[src/rtl/master_top.sv]
// Epoch-sequenced swap master: grants vertex moves against the pairwise swap budget
// and steers granted vertex IDs onto per-bank vertex-ID SRAM write ports.
module master_top #(
  parameter int N         = 4096,
  parameter int K         = 16,
  parameter int Q         = 16,
  parameter int NEXT_BW   = 4,
  parameter int PRO_BW    = 8,
  parameter int VID_BW    = 12,
  parameter int MAX_EPOCH = 256
) (
  input  logic                  clk,
  input  logic                  rst_n,
  input  logic                  enable,
  input  logic [NEXT_BW*Q-1:0]  in_next_arr,
  input  logic [PRO_BW*K-1:0]   in_mi_j,
  input  logic [PRO_BW*K-1:0]   in_mj_i,
  input  logic [VID_BW*Q-1:0]   in_v_gidx,
  input  logic [PRO_BW*Q-1:0]   in_proposal_nums,
  output logic [7:0]            epoch,
  output logic [K-1:0]          vidsram_wen,
  output logic                  ready,
  output logic                  finish
);

  localparam logic [8:0] CNT_MAX = 9'(MAX_EPOCH + 4);
  localparam logic [8:0] RDY_LO  = 9'd4;
  localparam logic [8:0] RDY_HI  = 9'(MAX_EPOCH + 3);

  logic [8:0]           cnt_r;
  logic [8:0]           cnt_nxt_s;
  logic [7:0]           epoch_r;
  logic                 ready_r;
  logic                 finish_r;
  logic [Q-1:0]         grant_s;
  logic [Q-1:0]         grant1_r, grant2_r, grant3_r;
  logic [NEXT_BW*Q-1:0] next1_r, next2_r, next3_r;
  logic [K-1:0]         wen_s;
  logic [VID_BW*Q-1:0]  vidsram_wdata [0:K-1];

  // Next cycle count: advance only when enabled, saturating at the end of the run.
  always_comb begin
    cnt_nxt_s = (enable && (cnt_r != CNT_MAX)) ? cnt_r + 9'd1 : cnt_r;
  end

  // Stage 1: a vertex is granted when its rank is below the smaller of the two budgets.
  always_comb begin
    grant_s = '0;
    for (int q = 0; q < Q; q++) begin
      logic [NEXT_BW-1:0] t;
      logic [PRO_BW-1:0]  mi, mj, lim, rank;
      t    = in_next_arr[NEXT_BW*(Q-q)-1 -: NEXT_BW];
      mi   = in_mi_j[PRO_BW*(K-int'(t))-1 -: PRO_BW];
      mj   = in_mj_i[PRO_BW*(K-int'(t))-1 -: PRO_BW];
      rank = in_proposal_nums[PRO_BW*(Q-q)-1 -: PRO_BW];
      lim  = (mi < mj) ? mi : mj;
      grant_s[q] = (rank < lim);
    end
  end

  // Counter, status registers and the 3-deep grant/target pipeline.
  always_ff @(posedge clk or negedge rst_n) begin
    if (!rst_n) begin
      cnt_r    <= 9'd0;
      epoch_r  <= 8'd0;
      ready_r  <= 1'b0;
      finish_r <= 1'b0;
      grant1_r <= '0;
      grant2_r <= '0;
      grant3_r <= '0;
      next1_r  <= '0;
      next2_r  <= '0;
      next3_r  <= '0;
    end else begin
      cnt_r    <= cnt_nxt_s;
      epoch_r  <= (cnt_nxt_s > 9'd255) ? 8'd255 : cnt_nxt_s[7:0];
      ready_r  <= (cnt_nxt_s >= RDY_LO) && (cnt_nxt_s <= RDY_HI);
      finish_r <= finish_r | (cnt_nxt_s == CNT_MAX);
      // Pipeline stalls together with the counter so epochs stay aligned.
      if (enable) begin
        grant1_r <= grant_s;
        grant2_r <= grant1_r;
        grant3_r <= grant2_r;
        next1_r  <= in_next_arr;
        next2_r  <= next1_r;
        next3_r  <= next2_r;
      end
    end
  end

  // Output steering: slot q of the target bank carries the live vertex ID when granted.
  always_comb begin
    wen_s = '0;
    for (int b = 0; b < K; b++) begin
      vidsram_wdata[b] = '0;
    end
    for (int q = 0; q < Q; q++) begin
      logic [NEXT_BW-1:0] t;
      logic               hit;
      t   = next3_r[NEXT_BW*(Q-q)-1 -: NEXT_BW];
      hit = ready_r & grant3_r[q];
      wen_s[K-1-int'(t)] = wen_s[K-1-int'(t)] | hit;
      vidsram_wdata[t][VID_BW*(Q-q)-1 -: VID_BW] =
        hit ? in_v_gidx[VID_BW*(Q-q)-1 -: VID_BW] : {VID_BW{1'b0}};
    end
  end

  assign epoch       = epoch_r;
  assign ready       = ready_r;
  assign finish      = finish_r;
  assign vidsram_wen = wen_s;

endmodule

[config.mk]
export PLATFORM = sky130hd
export DESIGN_NAME = master_top
export DESIGN_NICKNAME = d
export VERILOG_FILES = /design/src/rtl/master_top.sv
export SDC_FILE = /design/constraint.sdc
export NUM_CORES = 2
export LEC_CHECK = 0
export CORE_MARGIN = 8
export CORE_UTILIZATION = 45
export DETAILED_ROUTE_END_ITERATION = 7
export HOLD_SLACK_MARGIN = 0.08
export PLACE_DENSITY = 0.67
export SYNTH_ARGS = -nofsm -noshare
export SYNTH_HDL_FRONTEND = slang
export SYNTH_SLANG_ARGS = --single-unit
[constraint.sdc]
create_clock -name clk -period 14.05 [get_ports clk]
set_clock_uncertainty 0.15 [all_clocks]
set_input_delay 2.81 -clock clk [delete_from_list [all_inputs] [get_ports clk]]
set_output_delay 2.81 -clock clk [all_outputs]
set_load 0.005 [all_outputs]
### Zoomed window

Window x 164 to 204, y 238 to 278 um. Cells in grey, sequential cells in the stronger grey; small squares are vias.
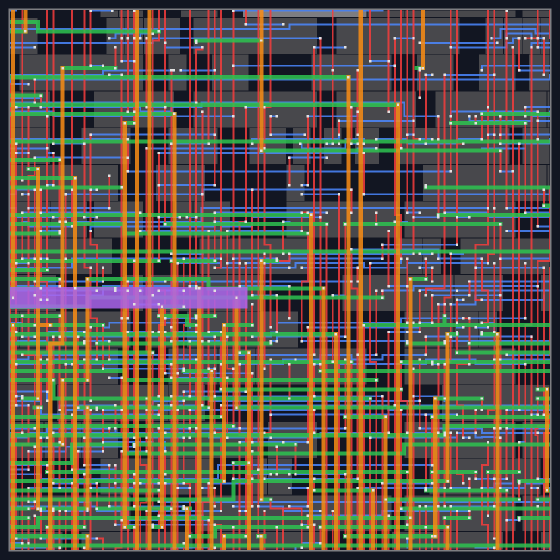
layer	colour
met5	purple
met1	blue
met2	red
met3	green
met4	orange
sequential cells in the window	0
most frequent	mux4_2 (27), buf_4 (11), mux2i_1 (8)
cells with their middle in the window	79

### Sequential cells coloured by netlist name

(1 px per um) Other sequential cells in the stronger grey, the rest of the logic in the fainter grey.
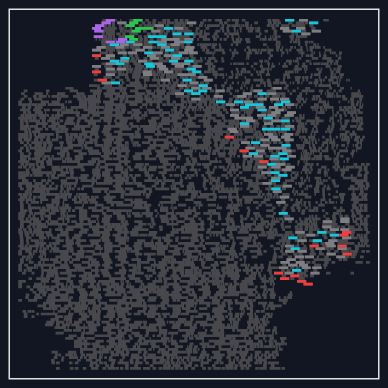
name in the netlist	colour	sequential cells
grant1_r	red	16
next2_r	cyan	64
cnt_r	purple	9
epoch	green	8
not coloured	162

==> results.txt <==
fresh numbers from the pnr run: Die X 368 um, top cells by count, synth mux4_2 (1025), clkbuf_1 (566), nand2_1 (408), cell count after placement 6905, DRC viols around 50, ys flop type dfrtp_1, dominant logic cell types in the final layout mux4_2 (1025), clkdlybuf4s50_1 (453), nand2_1 (408), Switching Fraction between 50% and 60%, # hold bufs at CTS 0, CP delay by family, top AND-OR/OR-AND gates, post-synth net total a little over 6000, cts repair resizes 0, Max-area cell share approximately two fifths, Synth Warn # 0, pwr/cell area around 110 mW/mm^2, status finished, violations left, Slew Viols, Final 0, FF-to-FF setup slack 11.01 ns, Worst path depth 28, clk_lat worst skew 0.58 ns, FP Rows 129, largest net degree at the start of global routing roughly 120, dominant logic cell type in the layout mux4_2, worst reg2reg path depth 9, worst r2r src cnt_r[3], Crit path buffers/inverters 2, HPWL Detailed 205000 um, Top cells by area mux4_2 (41%), dfrtp_1 (12%), mux2_2 (6.8%), ha_1 (5.4%), clkbuf_1 (3.8%), Via Count 57500, Internal Power 3.43 mW, Comb power frac 71.0%, fmax approximately 0.075 GHz, drt pass-1 iters 8, Slew headroom between 1 and 1.5%, violated checks design-rule violations, Clock Power Share a little under an eighth, RSZ-0062 raised after global routing false, CTS H-tree depth 1, Cell Type Count 102, design area ~0.063 mm^2, total grt overflow 0, Yosys chip area 0.0557 mm^2, Registers, synthesis 259, register share of total power 17.0%, Critical Path RT between 10 and 15 ns, tool warnings between 200 and 250, # setup viols final 0, Max Buffers Root-to-Sink 3, GPL Wtd Cong 1.09, Post-Layout Cell Count 7014, CP max-delay cell a221oi_4, pre-CTS WS 1.40 ns, CORE AREA 0.123 mm^2, initial antenna violation count 54, total wire length 296000 um, Starting DRT DRC Count between 10000 and 15000, Area after DPL 0.0623 mm^2, CP dominant cell by count a21oi_1, CTS tree done, # Post-CTS Setup Buffers 0
### Metal 2

(1 px per um) Cells faint in the background.
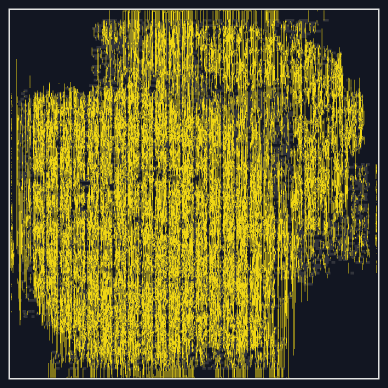
longest straight run	190 um
main direction	vertical

### Routing congestion map

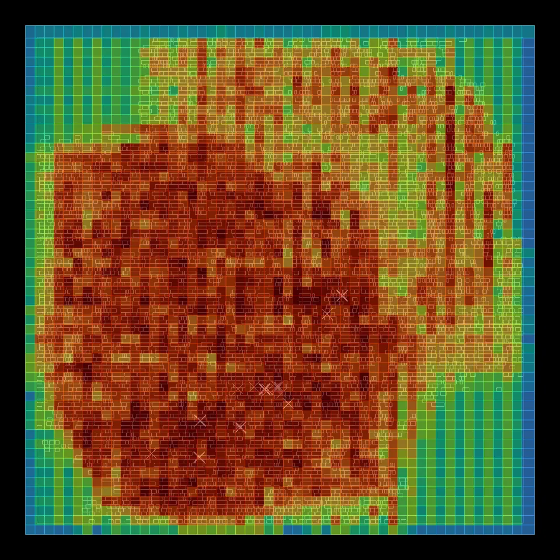
GRT Max-Usage Layer: met2
GR Util met3: 24.6%
grt met2 use: 56.4%

logic make-up (layout without fill, tap and decap cells):
logic type / Yosys count / count (layout) / share of synthesized area (%)
AND-OR/OR-AND: 1207 / 1207 / 14.7
buffers and inverters: 779 / 857 / 5.29
XOR/XNOR: 54 / 54 / 0.849
other: 0 / 59 / 0
AND/OR/NAND/NOR: 1131 / 1131 / 10.2
multiplexers: 1568 / 1568 / 51.9
adder cells (fa/ha/maj): 242 / 242 / 5.43
flip-flops: 259 / 259 / 11.6
state kept, by name, summed over array words and instances, names as in the netlist:
register  cells
grant3_r     16
cnt_r         9
next3_r      64
grant1_r     16
grant2_r     16
finish        1
next1_r      64
epoch         8
ready         1
next2_r      64
final cells by class:
cell class	count	area (um^2)
Antenna cell	59	148
Clock inverter	14	230
Sequential cell	259	6480
Timing Repair Buffer	734	6650
Clock buffer	36	812
Multi-Input combinational cell	4202	46900
Tap cell	1637	2050
Fill cell	11000	59800
Inverter	73	274
per-stage QoR:
stage / hold slack [ns] / total power [mW] / util (%)
after global routing: 0.366 / 7.15 / 51.4
after CTS: 0.338 / 6.62 / 51.4
after detailed placement: 0.321 / 5.78 / 50.5
after global placement: 0.311 / 5.70 / 50.5
after floorplan: 0.299 / 4.03 / -
final: 0.335 / 6.90 / 51.5
power groups by stage:
stage / logic, mW / clock network, mW / registers [mW]
2_1_floorplan: 3.03 / 0 / 1.00
6_report: 4.90 / 0.826 / 1.17
4_1_cts: 4.62 / 0.838 / 1.16
5_1_grt: 5.08 / 0.867 / 1.19
3_5_place_dp: 4.60 / 0 / 1.18
3_3_place_gp: 4.53 / 0 / 1.17
metal layers:
layer	up-vias	part of all wire, %
met5	-	0.53
met4	44	10
met3	1901	18
met2	6203	39
met1	27900	32
li1	21400	-
Power is estimated from default activity; no workload was simulated.
